## config.mk

```make
export PLATFORM = sky130hd
export DESIGN_NAME = nes_pad_responder
export DESIGN_NICKNAME = d
export VERILOG_FILES = /design/src/rtl/nes_pad_responder.sv
export SDC_FILE = /design/constraint.sdc
export NUM_CORES = 1
export LEC_CHECK = 0
export CORE_ASPECT_RATIO = 1.5
export CORE_UTILIZATION = 51
export CTS_CLUSTER_SIZE = 30
export DETAILED_ROUTE_END_ITERATION = 12
export GPL_ROUTABILITY_DRIVEN = 0
export GPL_TIMING_DRIVEN = 0
export HOLD_SLACK_MARGIN = 0.08
export PLACE_DENSITY = 0.87
export REMOVE_ABC_BUFFERS = 1
export SLEW_MARGIN = 20
export SYNTH_ARGS = -nofsm -noshare
export SYNTH_HDL_FRONTEND = slang
export SYNTH_SLANG_ARGS = --single-unit
export TNS_END_PERCENT = 50
```

## constraint.sdc

```tcl
create_clock -name clk -period 2.3 [get_ports clk]
set_clock_uncertainty 0.1 [all_clocks]
set_input_delay 0.46 -clock clk [delete_from_list [all_inputs] [get_ports clk]]
set_output_delay 0.46 -clock clk [all_outputs]
set_load 0.01 [all_outputs]
```

## src/rtl/nes_pad_responder.sv

```systemverilog
// NES controller shift-register responder: synchronizes host latch/pulse, loads buttons, shifts them out active-low.
// Optional auto-fire on A/B is compiled in with `define NES_PAD_TURBO_EN.
`timescale 1ns/1ps
module nes_pad_responder #(
  parameter int TURBO_FRAMES = 4
) (
  input  logic       clk,
  input  logic       reset,
  input  logic       latch_in,
  input  logic       pulse_in,
  input  logic [7:0] buttons,
  input  logic [1:0] turbo_sel,
  output logic       data_out,
  output logic       frame_done,
  output logic       extra_pulse
);

  typedef enum logic [1:0] {IDLE, LOAD, SHIFT, DONE} state_t;

  state_t      r_state, w_state_nxt;
  logic [7:0]  r_sreg, w_sreg_nxt;
  logic [2:0]  r_cnt, w_cnt_nxt;
  logic        r_frame_done, w_frame_done_nxt;
  logic        r_extra, w_extra_nxt;
  logic        r_latch_p0, r_latch_p1, r_latch_p2;
  logic        r_pulse_p0, r_pulse_p1, r_pulse_p2;
  logic        w_latch_rise, w_latch_fall, w_pulse_rise;
  logic [7:0]  w_btn_load;

  // Stage p0/p1: two-flop synchronizers; p2: previous value for edge detection
  always_ff @(posedge clk or negedge reset) begin
    if (!reset) begin
      r_latch_p0 <= 1'b0;
      r_latch_p1 <= 1'b0;
      r_latch_p2 <= 1'b0;
      r_pulse_p0 <= 1'b0;
      r_pulse_p1 <= 1'b0;
      r_pulse_p2 <= 1'b0;
    end else begin
      r_latch_p0 <= latch_in;
      r_latch_p1 <= r_latch_p0;
      r_latch_p2 <= r_latch_p1;
      r_pulse_p0 <= pulse_in;
      r_pulse_p1 <= r_pulse_p0;
      r_pulse_p2 <= r_pulse_p1;
    end
  end

  assign w_latch_rise = r_latch_p1 & ~r_latch_p2;
  assign w_latch_fall = ~r_latch_p1 & r_latch_p2;
  assign w_pulse_rise = r_pulse_p1 & ~r_pulse_p2;

`ifdef NES_PAD_TURBO_EN
  localparam logic [7:0] LP_TURBO_LAST = 8'(TURBO_FRAMES - 1);
  logic [7:0] r_turbo_cnt;
  logic       r_turbo_phase;

  // Every latch falling edge ends a frame; the phase flips every TURBO_FRAMES frames
  always_ff @(posedge clk or negedge reset) begin
    if (!reset) begin
      r_turbo_cnt   <= 8'd0;
      r_turbo_phase <= 1'b0;
    end else if (w_latch_fall) begin
      if (r_turbo_cnt == LP_TURBO_LAST) begin
        r_turbo_cnt   <= 8'd0;
        r_turbo_phase <= ~r_turbo_phase;
      end else begin
        r_turbo_cnt <= r_turbo_cnt + 8'd1;
      end
    end
  end

  assign w_btn_load = {buttons[7:2],
                       buttons[1] & ~(turbo_sel[1] & r_turbo_phase),
                       buttons[0] & ~(turbo_sel[0] & r_turbo_phase)};
`else
  localparam logic [7:0] LP_TURBO_UNUSED = 8'(TURBO_FRAMES);
  logic w_unused_cfg;
  assign w_unused_cfg = ^{turbo_sel, LP_TURBO_UNUSED};
  assign w_btn_load   = buttons;
`endif

  always_ff @(posedge clk or negedge reset) begin
    if (!reset) begin
      r_state      <= IDLE;
      r_sreg       <= 8'd0;
      r_cnt        <= 3'd0;
      r_frame_done <= 1'b0;
      r_extra      <= 1'b0;
    end else begin
      r_state      <= w_state_nxt;
      r_sreg       <= w_sreg_nxt;
      r_cnt        <= w_cnt_nxt;
      r_frame_done <= w_frame_done_nxt;
      r_extra      <= w_extra_nxt;
    end
  end

  // A latch rising edge wins over everything, including a coincident pulse edge
  always_comb begin
    w_state_nxt      = r_state;
    w_sreg_nxt       = r_sreg;
    w_cnt_nxt        = r_cnt;
    w_frame_done_nxt = 1'b0;
    w_extra_nxt      = 1'b0;
    if (w_latch_rise) begin
      w_state_nxt = LOAD;
      w_sreg_nxt  = w_btn_load;
    end else begin
      case (r_state)
        IDLE: ;
        LOAD: begin
          if (w_latch_fall) begin
            w_state_nxt = SHIFT;
            w_cnt_nxt   = 3'd0;
          end else if (r_latch_p1) begin
            w_sreg_nxt = w_btn_load;
          end
        end
        SHIFT: begin
          if (w_pulse_rise) begin
            w_sreg_nxt = {1'b0, r_sreg[7:1]};
            w_cnt_nxt  = r_cnt + 3'd1;
            if (r_cnt == 3'd7) begin
              w_state_nxt      = DONE;
              w_frame_done_nxt = 1'b1;
            end
          end
        end
        DONE: begin
          if (w_pulse_rise) w_extra_nxt = 1'b1;
        end
        default: w_state_nxt = IDLE;
      endcase
    end
  end

  assign data_out    = (r_state == IDLE) ? 1'b1 : ~r_sreg[0];
  assign frame_done  = r_frame_done;
  assign extra_pulse = r_extra;

endmodule
```

==> Flow_metrics.wiki, run 1 <==
=== Physical design figures ===
{| class="wikitable"
! Metric !! Value
|-
| Site Rows || 19
|-
| Antenna diode instance count || 0
|-
| Global routing met3 resource utilization || 0.0345
|-
| Number of distinct standard cells referenced by the synthesized netlist || 23
|-
| Minimum period implied by the final worst setup slack || 2.20 ns
|-
| Worst flop-to-flop path endpoint || r_sreg[6]$_DFFE_PN0P_
|-
| Kind of capture point of the worst setup path || output pin
|-
| Met3 WL || 43 um
|-
| DRC violations left || 0
|-
| First-iteration detailed-routing DRC count || 8
|-
| Max reg flops || 8
|-
| Utilization after layout || 0.657
|-
| Outcome || finished, final reports clean
|-
| Final Cycle Share || 0.956
|-
| Clock input transition at the sequential cells of the worst setup and hold paths || 0.12 ns
|-
| Die Height || 57.7 um
|-
| Top flop regs || r_sreg x8, r_cnt x3, r_state x2
|-
| Area growth, synth to finish || 17.0%
|-
| Sequential standard cell area || 526 um^2
|-
| Flops after synth || 21
|-
| Logic area || 492 um^2
|-
| Worst setup endpoint || data_out
|-
| Max Clk Rate || 455 MHz
|-
| YS warnings || 0
|-
| Synth logic family || simple AND/OR/NAND/NOR gates
|-
| Met1 capacity usage during global routing || 0.208
|-
| Flop pwr share || 0.434
|-
| Clk pwr share || 0.137
|-
| Count of clock-net buffers in the final layout || 3
|-
| Overall routed net length || 1850 um
|-
| PostCTS Resize Cnt || 0
|-
| Combined area of all synthesized cells || 1050 um^2
|-
| Uppermost layer routed || met4
|-
| Maximum clock insertion buffer count || 2
|-
| Max-slew violation count || 0
|-
| Postcts setup bufs || 0
|-
| Post-synthesis compound-gate area fraction || 0.133
|-
| Post-layout nets || 139
|-
| Tally of OpenROAD warnings || 33
|-
| Most flop-heavy register || r_sreg
|-
| Floorplan utilization || 0.562
|-
| Switching share of power || 0.378
|-
| Most frequent cells in the layout || sky130_fd_sc_hd__dfrtp_1, sky130_fd_sc_hd__clkdlybuf4s50_1, sky130_fd_sc_hd__nand2_1
|-
| Startpoint types || flop
|-
| First-pass GRT wire length || 2960 um
|-
| Placed Cells || 131
|-
| Tap cell instance count || 21
|-
| Worst hold path depth || 0
|-
| Width of the die || 39.1 um
|-
| Met1 layer wirelength in the final routing || 759 um
|-
| Logic gate share of total power || 0.428
|-
| Mux share || 0.0569
|-
| Post-synthesis share of cell area spent on xor and xnor gates || 0
|-
| Signal inverters || 6
|-
| Post-layout worst setup margin || 0.101 ns
|-
| Non-clock buffer contribution to total cell area || 0.114
|-
| Non-clock buffer total of the final layout || 14
|-
| CORE AREA || 1880 um^2
|-
| Post-Route Setup TNS || 0 ns
|-
| Final tally of hold violations || 0
|-
| ClkCell Share || 0.0223
|-
| Worst-margin pin slew || 0.906 ns
|-
| H-tree Lvls || 1
|-
| P_int || 0.000788 W
|-
| Number of global-route vias before repair || 730
|-
| Kind of critical path || reg -> out
|-
| Proportion of cell area occupied by registers || 0.426
|-
| Switching power summed over all nets || 0.000479 W
|-
| Power per cell area || 1030 nW/um^2
|-
| Fraction of standard cell area in multi-input logic || 0.399
|-
| R2r startpoint || r_state[0]$_DFFE_PN0P_
|-
| Simple logic cell fraction of the synthesized area || 0.158
|-
| Largest net degree at the start of global routing || 22
|-
| Chip area || 2260 um^2
|-
| Unrepaired setup endpoints after global routing || false
|-
| Worst supply voltage drop on vdd || 0.688 mV
|-
| Synthesis area per yosys || 1050 um^2
|-
| Worst Hold Launch || r_latch_p0$_DFF_PN0_
|-
| Data arrival time of the worst path || 1.64 ns
|-
| Post-layout instance count excluding filler cells || 135
|-
| Max Cap Viol || 0
|-
| Hold endpoint || r_latch_p1$_DFF_PN0_
|-
| Leading cell type in the layout, fill and taps excluded || sky130_fd_sc_hd__dfrtp_1
|-
| Fraction of final layout cells sized beyond drive strength 1 || 0.0702
|-
| CTS tree || yes
|-
| Number of cell instances after yosys synthesis || 98
|-
| Wire length on met2 || 1020 um
|-
| Met2 Usage GRT || 0.340
|-
| Class of the worst hold path || reg -> reg
|-
| Synthesized area per cell || 10.8 um^2
|}
==> run 1: synth_stat cells, drive strengths merged <==
master / number / area, um^2
a31oi: 3 / 18.8
nand2: 12 / 45.0
o2bb2ai: 1 / 8.76
mux2i: 6 / 60.1
nor2: 9 / 33.8
buf: 1 / 11.3
and3: 1 / 6.26
a22o: 3 / 26.3
nand3b: 2 / 15.0
nand3: 1 / 5.00
a221oi: 1 / 15.0
o21bai: 1 / 7.51
inv: 6 / 22.5
nor3: 1 / 5.00
o21ai: 4 / 20.0
ha: 10 / 125
dfrtp: 21 / 526
nor2b: 3 / 18.8
a21oi: 4 / 27.5
a32oi: 1 / 16.3
clkbuf: 1 / 3.75
nand2b: 6 / 37.5
==> run 1: power by group through the flow <==
| stage | sequential [W] | combinational [W] | clock (W) |
|---|---|---|---|
| 5_1_grt | 0.000564 | 0.000605 | 0.000198 |
| 3_3_place_gp | 0.000548 | 0.000522 | 0 |
| 4_1_cts | 0.000550 | 0.000554 | 0.000178 |
| 6_report | 0.000550 | 0.000543 | 0.000174 |
| 2_1_floorplan | 0.000540 | 0.000405 | 0 |
| 3_5_place_dp | 0.000558 | 0.000549 | 0 |
==> run 1: metrics by stage <==
step	total power (W)	cell area (um^2)	hold slack, ns
global route	0.00137	1230	0.273
CTS	0.00128	1230	0.264
finish	0.00127	1230	0.263
detailed placement	0.00111	1210	0.237
floorplan	0.000945	1040	0.0644
global placement	0.00107	1210	0.234
==> run 1: worst max-delay path, stage by stage (launching register included) <==
cell and delay, ns:
sky130_fd_sc_hd__dfrtp_1 0.42, sky130_fd_sc_hd__inv_1 0.13, sky130_fd_sc_hd__ha_1 0.17, sky130_fd_sc_hd__nand2b_1 0.09, sky130_fd_sc_hd__clkdlybuf4s50_1 0.53
### Metal layers overlaid, run 1

Scale: 6 px per um.
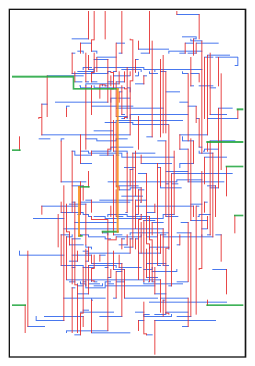
| layer | color | wire length |
|---|---|---|
| metal 4 | orange | 32.0 um |
| metal 1 | blue | 759 um |
| metal 2 | red | 1020 um |
| metal 3 | green | 43.4 um |
WL per Instance: 13.7 um
vias: 743
Tot GR Track Use: 0.192

### Metal 2, run 1

Scale: 4 px per um.
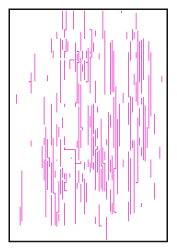
longest straight run: 22.4 um
share of all routed wire: 55%
wire length on this layer: 1020 um
main direction: vertical

### Clock routing, run 1

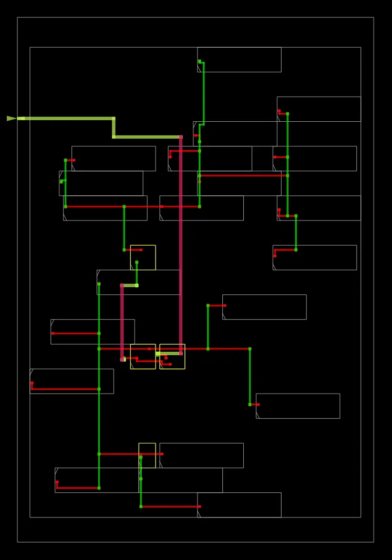
CTS Sinks: 21
Num CTS Buffers: 3
clk_lat worst skew: 0.30 ns
clock group total power: 0.000174 W

### M3 wires, run 1

Scale: 4 px per um.
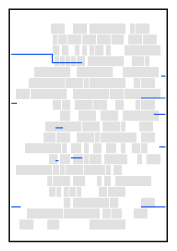
share of all routed wire: 2.3%
wire length on this layer: 43.4 um
nets with wire on the layer: 9
longest straight run: 10.1 um

==> run 2: changes to the inputs <==
--- a/config.mk
+++ b/config.mk
@@ -6,6 +6,7 @@
 export NUM_CORES = 1
 export LEC_CHECK = 0
 export CORE_ASPECT_RATIO = 1.5
+export CORE_MARGIN = 10
 export CORE_UTILIZATION = 51
 export CTS_CLUSTER_SIZE = 30
 export DETAILED_ROUTE_END_ITERATION = 12
@@ -14,6 +15,7 @@
 export HOLD_SLACK_MARGIN = 0.08
 export PLACE_DENSITY = 0.87
 export REMOVE_ABC_BUFFERS = 1
+export SKIP_LAST_GASP = 1
 export SLEW_MARGIN = 20
 export SYNTH_ARGS = -nofsm -noshare
 export SYNTH_HDL_FRONTEND = slang
==> constraint.sdc (replaced) <==
create_clock -name clk -period 2.3 [get_ports clk]
set_clock_uncertainty 0.1 [all_clocks]
set_input_delay 0.46 -clock clk [delete_from_list [all_inputs] [get_ports clk]]
set_output_delay 0.46 -clock clk [all_outputs]
set_load 0.1 [all_outputs]
### Power grid, run 2

Scale: 4 px per um. Pins as bars on the die edge. Tap cells in gray.
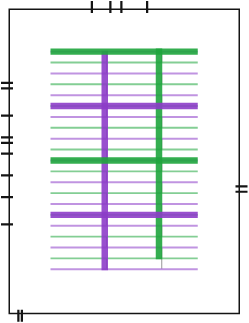
| net | color |
|---|---|
| VSS | purple |
| VDD | green |
met5 straps: 4
met4 straps: 2
met1 rails: 21
signal pins: 17

==> Flow_metrics.wiki, run 2 <==
=== Physical design figures ===
{| class="wikitable"
! Metric !! Value
|-
| Outcome || complete, but fails checks
|-
| Failing checks || negative setup slack
|-
| Number of cell instances after yosys synthesis || 98 (unchanged)
|-
| Startpoint types || flop
|-
| Vias || 749 (+0.81%)
|-
| R2r startpoint || r_state[1]$_DFFE_PN0P_
|-
| Kind of capture point of the worst setup path || output pin
|-
| Worst supply voltage drop on vdd || 0.748 mV (+8.8%)
|-
| Fraction of final layout cells sized beyond drive strength 1 || 0.0789 (+0.00877)
|-
| Synth logic family || simple AND/OR/NAND/NOR gates
|-
| Clock input transition at the sequential cells of the worst setup and hold paths || 0.12 ns (about the same)
|-
| Combined area of all synthesized cells || 1050 um^2 (unchanged)
|-
| Max reg flops || 8 (unchanged)
|-
| CTS Sinks || 21 (unchanged)
|-
| Overall routed net length || 1940 um (+4.4%)
|-
| Die Height || 75.7 um (+31%)
|-
| Placed standard-cell area || 1210 um^2 (+0.10%)
|-
| CORE AREA || 2000 um^2 (+6.6%)
|-
| H-tree Lvls || 1 (unchanged)
|-
| Number of distinct standard cells referenced by the synthesized netlist || 23 (unchanged)
|-
| Crit path buf inv count || 1 (-1)
|-
| Post-layout worst setup margin || -0.0324 ns (-0.134 ns)
|-
| Synthesized area per cell || 10.8 um^2 (unchanged)
|-
| Final tally of hold violations || 0 (unchanged)
|-
| Num CTS Buffers || 3 (unchanged)
|-
| Number of enable-type register cells in the synthesized netlist || 0 (unchanged)
|-
| Data arrival time of the worst path || 1.77 ns (+0.13 ns)
|-
| Power per cell area || 1100 nW/um^2 (+7.3%)
|-
| Tally of OpenROAD warnings || 35 (+6.1%)
|-
| Leading cell type in the layout, fill and taps excluded || sky130_fd_sc_hd__dfrtp_1
|-
| Slowest cell delay on critical path || 1.12 ns (+0.59 ns)
|-
| Number of global-route vias before repair || 820 (+12%)
|-
| CTS tree || yes
|-
| Maximum clock insertion buffer count || 2 (unchanged)
|-
| Number of setup violations in the final report || 1
|-
| Slowest library cell on the worst path || sky130_fd_sc_hd__clkdlybuf4s50_1
|-
| Post-synthesis compound-gate area fraction || 0.133 (unchanged)
|-
| Area growth, synth to finish || 17.4%
|}
-- run 2: netlist changes by cell type in the layout (fill, tap and decap cells not counted) --
cell,before,now
sky130_fd_sc_hd__clkdlybuf4s15_2,0,1
sky130_fd_sc_hd__clkdlybuf4s50_1,14,12
sky130_fd_sc_hd__dlymetal6s2s_1,0,1
-- run 2: timing repair --
action / CTS / global route
gates resized: 3 / 1
pin swaps: 0 / 0
setup endpoints to repair: 3 / 3
-- run 2: routing by layer --
metal / global-route usage / routed length, um
met5: 0 / 0
met3: 0.0250 / 70
met2: 0.174 / 992
met1: 0.0924 / 808
met4: 0.0707 / 65
-- run 2: path summary, 6_finish.rpt --
kind,endpoint
min in group asynchronous,frame_done$_DFF_PN0_
setup / recovery,extra_pulse
max in group asynchronous,r_state[0]$_DFFE_PN0P_
hold / removal,r_pulse_p1$_DFF_PN0_
setup reg to reg,r_sreg[7]$_DFFE_PN0P_
hold reg to reg,r_pulse_p1$_DFF_PN0_
-- run 2: power by group --
| group | switching (W) | internal [W] | total [W] |
|---|---|---|---|
| clock | 0.000114 | 0.0000650 | 0.000179 |
| combinational | 0.000396 | 0.000243 | 0.000639 |
| sequential | 0.0000674 | 0.000479 | 0.000546 |
-- run 2: final cells by class --
cell class	instances	area [um^2]	share of cell area
Multi-Input combinational cell	69	492	0.397
Tap cell	22	27.5	0.0222
Sequential cell	21	526	0.424
Timing Repair Buffer	14	144	0.116
Clock inverter	1	5.00	0.00404
Inverter	6	22.5	0.0182
Clock buffer	3	22.5	0.0182
==> run 3: changes to the inputs <==
--- a/config.mk
+++ b/config.mk
@@ -7,13 +7,13 @@
 export LEC_CHECK = 0
 export CORE_ASPECT_RATIO = 1.5
 export CORE_MARGIN = 10
-export CORE_UTILIZATION = 51
+export CORE_UTILIZATION = 35
 export CTS_CLUSTER_SIZE = 30
 export DETAILED_ROUTE_END_ITERATION = 12
 export GPL_ROUTABILITY_DRIVEN = 0
 export GPL_TIMING_DRIVEN = 0
 export HOLD_SLACK_MARGIN = 0.08
-export PLACE_DENSITY = 0.87
+export PLACE_DENSITY = 0.66
 export REMOVE_ABC_BUFFERS = 1
 export SKIP_LAST_GASP = 1
 export SLEW_MARGIN = 20
### Metal 2, run 3

Scale: 3 px per um.
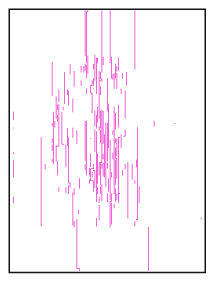
vias: 728
overall routed net length: 1910 um
met2 Usage GRT: 0.129

==> Flow_metrics.wiki, run 3 <==
=== Physical design figures ===
{| class="wikitable"
! Metric !! Value
|-
| Outcome || finished, final reports clean
|-
| CORE AREA || 2910 um^2 (+45%)
|-
| Busiest metal layer after global routing || met2
|-
| Synthesis area per yosys || 1050 um^2
|-
| Leading cell type in the layout, fill and taps excluded || sky130_fd_sc_hd__dfrtp_1
|-
| Power per cell area || 1110 nW/um^2 (+0.92%)
|-
| Met1 capacity usage during global routing || 0.0739 (-0.0185)
|-
| PostCTS Resize Cnt || 3 (unchanged)
|-
| Final Cycle Share || 0.989
|-
| Data arrival time of the worst path || 1.71 ns (-0.06 ns)
|-
| Utilization after layout || 0.439
|-
| Hold endpoint || r_latch_p1$_DFF_PN0_
|-
| Number of setup violations in the final report || 0 (-1)
|-
| Most flop-heavy register || r_sreg
|-
| Max reg flops || 8 (unchanged)
|-
| DRC violations left || 0
|-
| Number of global-route vias before repair || 780 (-4.9%)
|-
| Area growth, synth to finish || 21.2%
|-
| Clock root buffer || sky130_fd_sc_hd__clkbuf_8
|-
| Number of detailed-route iterations in the first pass || 4
|-
| Number of distinct standard cells referenced by the synthesized netlist || 23 (unchanged)
|-
| Number of enable-type register cells in the synthesized netlist || 0 (unchanged)
|-
| Reg2reg setup slack || 0.29 ns
|-
| Worst supply voltage drop on vdd || 0.485 mV (-35%)
|-
| Headroom to the max-slew limit || 0.353
|-
| Uppermost layer routed || met4
|-
| Maximum clock insertion buffer count || 2 (unchanged)
|-
| CTS Sinks || 21 (unchanged)
|-
| Slowest library cell on the worst path || sky130_fd_sc_hd__clkdlybuf4s50_1
|-
| Worst hold path depth || 0
|-
| Tot GR Track Use || 0.0736
|-
| Leading cell types by count after synthesis || sky130_fd_sc_hd__dfrtp_1, sky130_fd_sc_hd__nand2_1, sky130_fd_sc_hd__ha_1
|-
| Kind of capture point of the worst setup path || output pin
|-
| Cell taking the most area after synthesis || sky130_fd_sc_hd__dfrtp_1
|-
| Synthesized area per cell || 10.8 um^2 (unchanged)
|-
| Fraction of final layout cells sized beyond drive strength 1 || 0.0789 (unchanged)
|-
| Kind of critical path || reg -> out
|-
| Max Cap Viol || 0
|-
| Finished layout cell area || 1280 um^2
|-
| Placed Cells || 149
|-
| H-tree Lvls || 1 (unchanged)
|-
| Met1 layer wirelength in the final routing || 830 um (+2.7%)
|-
| Met3 WL || 40 um (-43%)
|-
| Clock input transition at the sequential cells of the worst setup and hold paths || 0.08 ns (-0.04 ns)
|-
| Count leader, synth || sky130_fd_sc_hd__dfrtp_1
|-
| Final tally of hold violations || 0 (unchanged)
|-
| Crit path buf inv count || 1 (unchanged)
|-
| Number of cell instances after yosys synthesis || 98 (unchanged)
|-
| Post-layout worst setup margin || 0.0261 ns (+0.0585 ns)
|-
| Worst flop-to-flop path endpoint || r_sreg[5]$_DFFE_PN0P_
|-
| Num CTS Buffers || 3 (unchanged)
|-
| Number of antenna violations at the first check in global routing || 0
|-
| Width of the die || 64.8 um
|-
| Startpoint types || flop
|-
| Top-area cell type share of the netlist area || 0.498
|-
| Die Height || 87.2 um (+15%)
|-
| Max-slew violation count || 0
|-
| R2r startpoint || r_state[0]$_DFFE_PN0P_
|-
| Static leakage || 0.590 nW
|-
| Tally of OpenROAD warnings || 35 (unchanged)
|-
| Placed standard-cell area || 1230 um^2 (+1.8%)
|-
| Slowest cell delay on critical path || 1.13 ns (about the same)
|-
| Combined area of all synthesized cells || 1050 um^2 (unchanged)
|-
| CTS tree || yes
|-
| Worst-margin pin slew || 0.968 ns
|-
| Maximum fanout count along the critical path || 1
|-
| Wire length on met2 || 975 um (-1.7%)
|-
| Unrepaired setup endpoints after global routing || true
|-
| Global routing met3 resource utilization || 0.0168 (-0.00825)
|-
| Class of the worst hold path || reg -> reg
|-
| Clk_lat worst skew || 0.27 ns
|}
==> run 3: cell counts in the layout (fill, tap and decap cells not counted) <==
No cell type changed its count.
==> run 3: final cells by class <==
class	instances	area (um^2)
Fill cell	289	1630
Sequential cell	21	526
Multi-Input combinational cell	69	492
Timing Repair Buffer	14	144
Tap cell	39	48.8
Clock buffer	3	41.3
Inverter	6	22.5
Clock inverter	1	5.00
==> run 3: worst max-delay path by stage <==
stage	to	cells past startpoint	slack, ns	startpoint
floorplan	data_out	3	0.36	r_state[0]$_DFFE_PN0P_
global placement	data_out	4	-0.16	r_state[0]$_DFFE_PN0P_
detailed placement	data_out	4	-0.18	r_state[0]$_DFFE_PN0P_
CTS	frame_done	1	-0.0004	frame_done$_DFF_PN0_
global route	extra_pulse	1	-0.03	extra_pulse$_DFF_PN0_
finish	extra_pulse	1	0.03	extra_pulse$_DFF_PN0_
==> run 3: metrics by stage <==
step / hold slack [ns] / TNS (ns)
final: 0.256 / 0
after global routing: 0.273 / -0.0254
after CTS: 0.257 / -0.000404
after detailed placement: 0.237 / -0.176
after global placement: 0.235 / -0.157
after floorplan: 0.0644 / 0
==> run 3: kinds of logic after synthesis <==
kind of cell | after synthesis | synth area share
compound gates | 18 | 0.133
fa+ha+maj | 10 | 0.119
buf+inv | 8 | 0.0356
flops | 21 | 0.498
mux | 6 | 0.0569
simple gates | 35 | 0.158
==> run 3: power by group <==
group | leakage [nW] | switching [W] | internal, W | total [W]
Clock | 0.0255 | 0.000125 | 0.000121 | 0.000246
Sequential | 0.250 | 0.0000690 | 0.000480 | 0.000549
Combinational | 0.315 | 0.000386 | 0.000242 | 0.000627
Total | 0.590 | 0.000580 | 0.000842 | 0.00142
Power is estimated from default activity; no workload was simulated.
